### src/rtl/multicycle_ctrl_pkg.sv
// rtl/multicycle_ctrl_pkg.sv - shared state encoding, opcodes and ALU codes for the control units
package multicycle_ctrl_pkg;

   typedef enum logic [2:0] {
      ST_FETCH  = 3'd0,
      ST_DECODE = 3'd1,
      ST_EXEC   = 3'd2,
      ST_MEM    = 3'd3,
      ST_WB     = 3'd4,
      ST_TRAP   = 3'd7
   } state_t;

   // Coarse instruction class; plain ALU ops (R, ADDI, ADDUQB, LUI) share one write-back path
   typedef enum logic [2:0] {
      IC_ALU  = 3'd0,
      IC_BEQ  = 3'd1,
      IC_LW   = 3'd2,
      IC_SW   = 3'd3,
      IC_JAL  = 3'd4,
      IC_JALR = 3'd5,
      IC_NONE = 3'd7
   } iclass_t;

   localparam logic [6:0] OP_RTYPE  = 7'b0110011;
   localparam logic [6:0] OP_ADDI   = 7'b0010011;
   localparam logic [6:0] OP_ADDUQB = 7'b0001011;
   localparam logic [6:0] OP_BEQ    = 7'b1100011;
   localparam logic [6:0] OP_LW     = 7'b0000011;
   localparam logic [6:0] OP_SW     = 7'b0100011;
   localparam logic [6:0] OP_LUI    = 7'b0110111;
   localparam logic [6:0] OP_JAL    = 7'b1101111;
   localparam logic [6:0] OP_JALR   = 7'b1100111;

   localparam logic [2:0] ALU_ADD    = 3'b000;
   localparam logic [2:0] ALU_SUB    = 3'b001;
   localparam logic [2:0] ALU_ADDUQB = 3'b010;
   localparam logic [2:0] ALU_AND    = 3'b011;
   localparam logic [2:0] ALU_SLT    = 3'b100;
   localparam logic [2:0] ALU_LUI    = 3'b101;

   localparam logic [1:0] PC_PLUS4 = 2'b00;
   localparam logic [1:0] PC_IMM   = 2'b01;
   localparam logic [1:0] PC_ALU   = 2'b10;

endpackage

### src/rtl/multicycle_decode.sv
// rtl/multicycle_decode.sv - combinational opcode/funct decode into ALU fields, class and legality
module multicycle_decode
   import multicycle_ctrl_pkg::*;
(
   input  logic [31:0] instr,
   output logic [2:0]  alu_control,
   output logic        alu_src,
   output logic        imm_control,
   output iclass_t     iclass,
   output logic        opcode_ok,
   output logic        legal
);

   logic [6:0] opcode;
   logic [9:0] funct;
   logic       unused_fields;

   assign opcode        = instr[6:0];
   assign funct         = {instr[31:25], instr[14:12]};
   assign unused_fields = ^{instr[24:15], instr[11:7]};

   always_comb begin
      alu_control = ALU_ADD;
      alu_src     = 1'b0;
      imm_control = 1'b0;
      iclass      = IC_ALU;
      opcode_ok   = 1'b1;
      legal       = 1'b1;
      case (opcode)
         OP_RTYPE: begin
            case (funct)
               10'b0000000_000: alu_control = ALU_ADD;
               10'b0100000_000: alu_control = ALU_SUB;
               10'b0000000_010: alu_control = ALU_SLT;
               10'b0000000_111: alu_control = ALU_AND;
               default:         legal       = 1'b0;
            endcase
         end
         OP_ADDI:   begin alu_src = 1'b1; imm_control = 1'b1; end
         OP_ADDUQB: alu_control = ALU_ADDUQB;
         OP_BEQ:    begin alu_control = ALU_SUB; imm_control = 1'b1; iclass = IC_BEQ; end
         OP_LW:     begin alu_src = 1'b1; imm_control = 1'b1; iclass = IC_LW; end
         OP_SW:     begin alu_src = 1'b1; imm_control = 1'b1; iclass = IC_SW; end
         OP_LUI:    begin alu_control = ALU_LUI; alu_src = 1'b1; imm_control = 1'b1; end
         OP_JAL:    begin imm_control = 1'b1; iclass = IC_JAL; end
         OP_JALR:   begin alu_src = 1'b1; imm_control = 1'b1; iclass = IC_JALR; end
         default: begin
            opcode_ok = 1'b0;
            legal     = 1'b0;
            iclass    = IC_NONE;
         end
      endcase
      if (!legal) begin
         alu_control = ALU_ADD;
         alu_src     = 1'b0;
         imm_control = 1'b0;
      end
   end

endmodule

### src/rtl/multicycle_ctrl.sv
// rtl/multicycle_ctrl.sv - multicycle control FSM with memory handshake timeout and sticky trap
module multicycle_ctrl
   import multicycle_ctrl_pkg::*;
#(
   parameter int MEM_TIMEOUT = 15
) (
   input  logic        clk,
   input  logic        reset,
   input  logic [31:0] instr,
   input  logic        imem_ready,
   input  logic        dmem_ready,
   input  logic        alu_zero,
   output logic        imem_req,
   output logic        dmem_req,
   output logic        dmem_we,
   output logic        pc_we,
   output logic        ir_we,
   output logic [1:0]  pc_src,
   output logic        RegWrite,
   output logic        MemToReg,
   output logic        ALUSrc,
   output logic        immControl,
   output logic [2:0]  ALUControl,
   output logic        trap,
   output logic [2:0]  state
);

   localparam int CW = (MEM_TIMEOUT < 2) ? 1 : $clog2(MEM_TIMEOUT);
   localparam logic [CW-1:0] WAIT_LAST = CW'(MEM_TIMEOUT - 1);

   state_t        state_q, state_d;
   logic [CW-1:0] wait_cnt;
   logic          wait_done;
   logic [2:0]    dec_alu_control;
   logic          dec_alu_src, dec_imm_control, dec_opcode_ok, dec_legal;
   iclass_t       dec_iclass;

   multicycle_decode u_decode (
      .instr       (instr),
      .alu_control (dec_alu_control),
      .alu_src     (dec_alu_src),
      .imm_control (dec_imm_control),
      .iclass      (dec_iclass),
      .opcode_ok   (dec_opcode_ok),
      .legal       (dec_legal)
   );

   // wait_cnt holds the number of earlier wait cycles spent in the current state
   assign wait_done = (wait_cnt == WAIT_LAST);

   always_ff @(posedge clk) begin
      if (reset) begin
         state_q  <= ST_FETCH;
         wait_cnt <= '0;
      end else begin
         state_q <= state_d;
         if (state_d != state_q)
            wait_cnt <= '0;
         else if (state_q == ST_FETCH || state_q == ST_MEM)
            wait_cnt <= wait_cnt + CW'(1);
      end
   end

   always_comb begin
      state_d    = state_q;
      imem_req   = 1'b0;
      dmem_req   = 1'b0;
      dmem_we    = 1'b0;
      pc_we      = 1'b0;
      ir_we      = 1'b0;
      pc_src     = PC_PLUS4;
      RegWrite   = 1'b0;
      MemToReg   = 1'b0;
      ALUSrc     = 1'b0;
      immControl = 1'b0;
      ALUControl = ALU_ADD;
      trap       = 1'b0;
      state      = 3'd0;
      // Outputs are forced low for the whole reset cycle, not only after the edge
      if (!reset) begin
         state = state_q;
         case (state_q)
            ST_FETCH: begin
               imem_req = 1'b1;
               if (imem_ready) begin
                  ir_we   = 1'b1;
                  state_d = ST_DECODE;
               end else if (wait_done) begin
                  state_d = ST_TRAP;
               end
            end
            ST_DECODE: state_d = dec_opcode_ok ? ST_EXEC : ST_TRAP;
            ST_EXEC: begin
               if (!dec_legal) begin
                  state_d = ST_TRAP;
               end else begin
                  ALUControl = dec_alu_control;
                  ALUSrc     = dec_alu_src;
                  immControl = dec_imm_control;
                  case (dec_iclass)
                     IC_LW, IC_SW: state_d = ST_MEM;
                     IC_BEQ: begin
                        pc_we   = 1'b1;
                        pc_src  = alu_zero ? PC_IMM : PC_PLUS4;
                        state_d = ST_FETCH;
                     end
                     default: state_d = ST_WB;
                  endcase
               end
            end
            ST_MEM: begin
               dmem_req = 1'b1;
               dmem_we  = (dec_iclass == IC_SW);
               if (dmem_ready) begin
                  if (dec_iclass == IC_SW) begin
                     pc_we   = 1'b1;
                     state_d = ST_FETCH;
                  end else begin
                     state_d = ST_WB;
                  end
               end else if (wait_done) begin
                  state_d = ST_TRAP;
               end
            end
            ST_WB: begin
               RegWrite = 1'b1;
               pc_we    = 1'b1;
               MemToReg = (dec_iclass == IC_LW);
               if (dec_iclass == IC_JAL)
                  pc_src = PC_IMM;
               else if (dec_iclass == IC_JALR)
                  pc_src = PC_ALU;
               state_d = ST_FETCH;
            end
            ST_TRAP: trap = 1'b1;
            default: state_d = ST_TRAP;
         endcase
      end
   end

endmodule

### config.mk
export PLATFORM = sky130hd
export DESIGN_NAME = multicycle_ctrl
export DESIGN_NICKNAME = d
export VERILOG_FILES = /design/src/rtl/multicycle_ctrl_pkg.sv /design/src/rtl/multicycle_decode.sv /design/src/rtl/multicycle_ctrl.sv
export SDC_FILE = /design/constraint.sdc
export NUM_CORES = 1
export LEC_CHECK = 0
export CAP_MARGIN = 20
export CORE_MARGIN = 10
export CORE_UTILIZATION = 35
export CTS_CLUSTER_SIZE = 8
export DETAILED_ROUTE_END_ITERATION = 6
export PLACE_DENSITY_LB_ADDON = 0.05
export SLEW_MARGIN = 20
export SYNTH_ARGS = -nofsm -noshare
export SYNTH_HDL_FRONTEND = slang
export SYNTH_HIERARCHICAL = 1
export SYNTH_SLANG_ARGS = --single-unit
export TNS_END_PERCENT = 10
### constraint.sdc
create_clock -name clk -period 2.6 [get_ports clk]
set_input_delay 0.26 -clock clk [delete_from_list [all_inputs] [get_ports clk]]
set_output_delay 0.26 -clock clk [all_outputs]
set_load 0.005 [all_outputs]
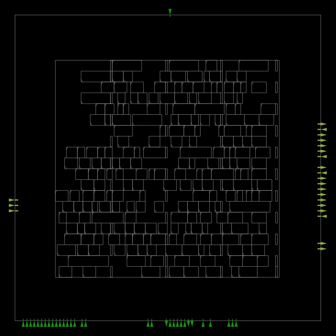
*Placement view*
Seq area share: 7.39%
FP Rows: 20
flip-flops: 7

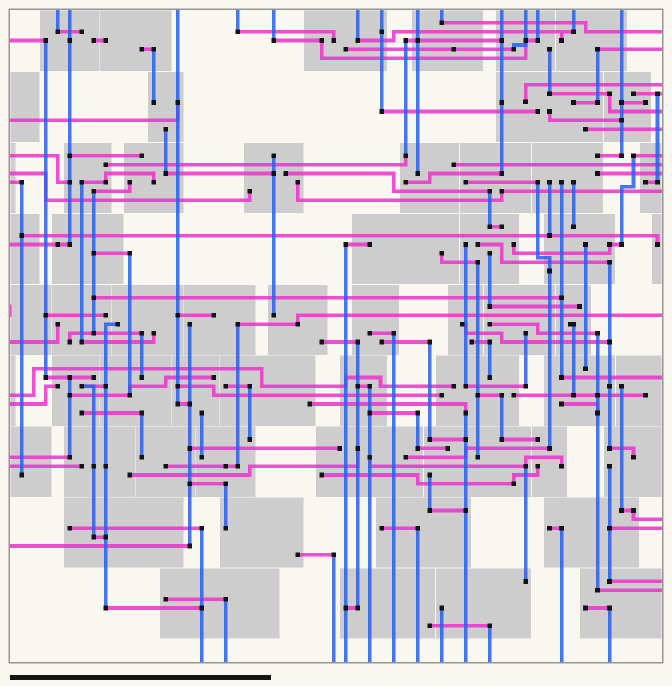
*Layout detail*
The bar under the picture is 10 µm long. Region (26, 10) to (51, 35) µm. Cells in grey, sequential cells in the stronger grey; small squares are vias.
layer	colour
metal 2	blue
metal 1	magenta
cells with their middle in the window	53
sequential cells in the window	0
most frequent	buf_4 (13)

==> Slide: Implementation Results <==
Physical Implementation Snapshot

Cells and area
  • Comb. cell area: between 900 and 1000 µm²
  • Area-dominant class: logic gates
  • N_diodes: 0
  • Syn-to-layout area delta: 69.0%
  • Post-route cell area: 1900 µm²

Die
  • Die Footprint: 5870 µm²
  • Die Ht: 76.6 µm

Synthesis
  • Top_reg_cell synth: dfxtp_1
  • Post-synth EDFFs: 0
  • Top cells by count: 15 x nor2_1, 10 x inv_1, 9 x nand2_1, 9 x nor3_1, 8 x nor4_1
  • Yosys aoi share: 29.2%
  • Yosys xor share: 3.90%
  • Mapped cell area: 1120 µm²
  • MUX share of area: 2.23%
  • Area leader, netlist: dfxtp_1
  • Simple-Gate Area Share: 41.6%

Place
  • Port Buf Inserts: 39
  • Area after DPL: 1810 µm²

Min path
  • Hold crit path type: reg2reg

Critical path
  • CP startpoint kind: input pin
  • Crit path capture: pc_src[0]
  • WS Path Type: in2out
  • Crit Path Max Fanout: 3
  • Worst setup startpoint: instr[28]
  • Critical path arrival: 2.35 ns

Run status
  • Failing checks: negative setup slack
  • Status: finished, violations left

Global route
  • GRT Util Overall: between 10% and 20%
  • Antenna violations before repair: 0
  • Vias in the first global route: 1432
  • Largest net degree at the start of global routing: 16
  • GR Util met1: ~17%
  • Gr busiest metal: met2

Detailed routing
  • Post-route antenna net violation count: 0
  • Iteration tally of the first detailed-router pass: 4
  • Vias after detailed routing: around 1400
  • Max Used Layer: met3
  • Routed wl met2: ~1.8 mm

Timing
  • Final worst-path cycle share: 100%
  • Worst Max-Slew Pin Slew: between 0.5 and 0.6 ns
  • Final worst slack: -0.00666 ns
  • Slew Viols, Final: 0
  • Final setup vio count: 1

Power
  • Leakage: 0.835 nW
  • Gate power share: 53.7%
  • Pint: 0.316 mW

Clocking
  • Clk buf depth: 2
  • TritonCTS clock tree: done
  • Total clock sinks: 7
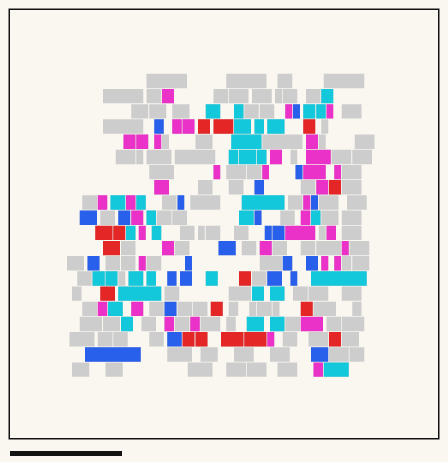
*Logic cells by family*
The bar under the picture is 20 µm long.
family	colour	cells	most used
AND and OR gates	red	16	and2_1
NOR gates	magenta	38	nor2_1
NAND gates	blue	24	nand2_1
inverting AOI/OAI gates	cyan	34	a21oi_1
fin cells: 275
Comb/total area: 49.9%

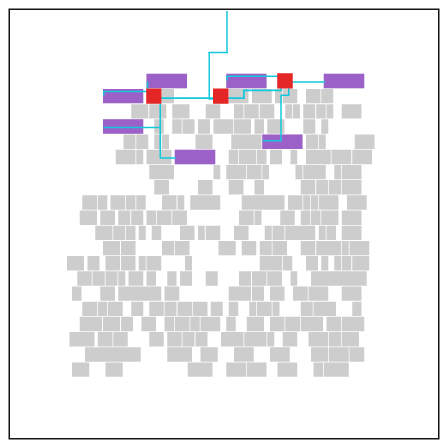
*Routed clock nets over the placement*
[clock wires] cyan | length: 115 µm
[clock drivers] red | count: 3
[flip-flops] purple | count: 7
routed clock nets	4
Late-Pin Clk Latency: 0.25 ns
clock power share: 19.7%

Power and IR drop assume default switching activity.
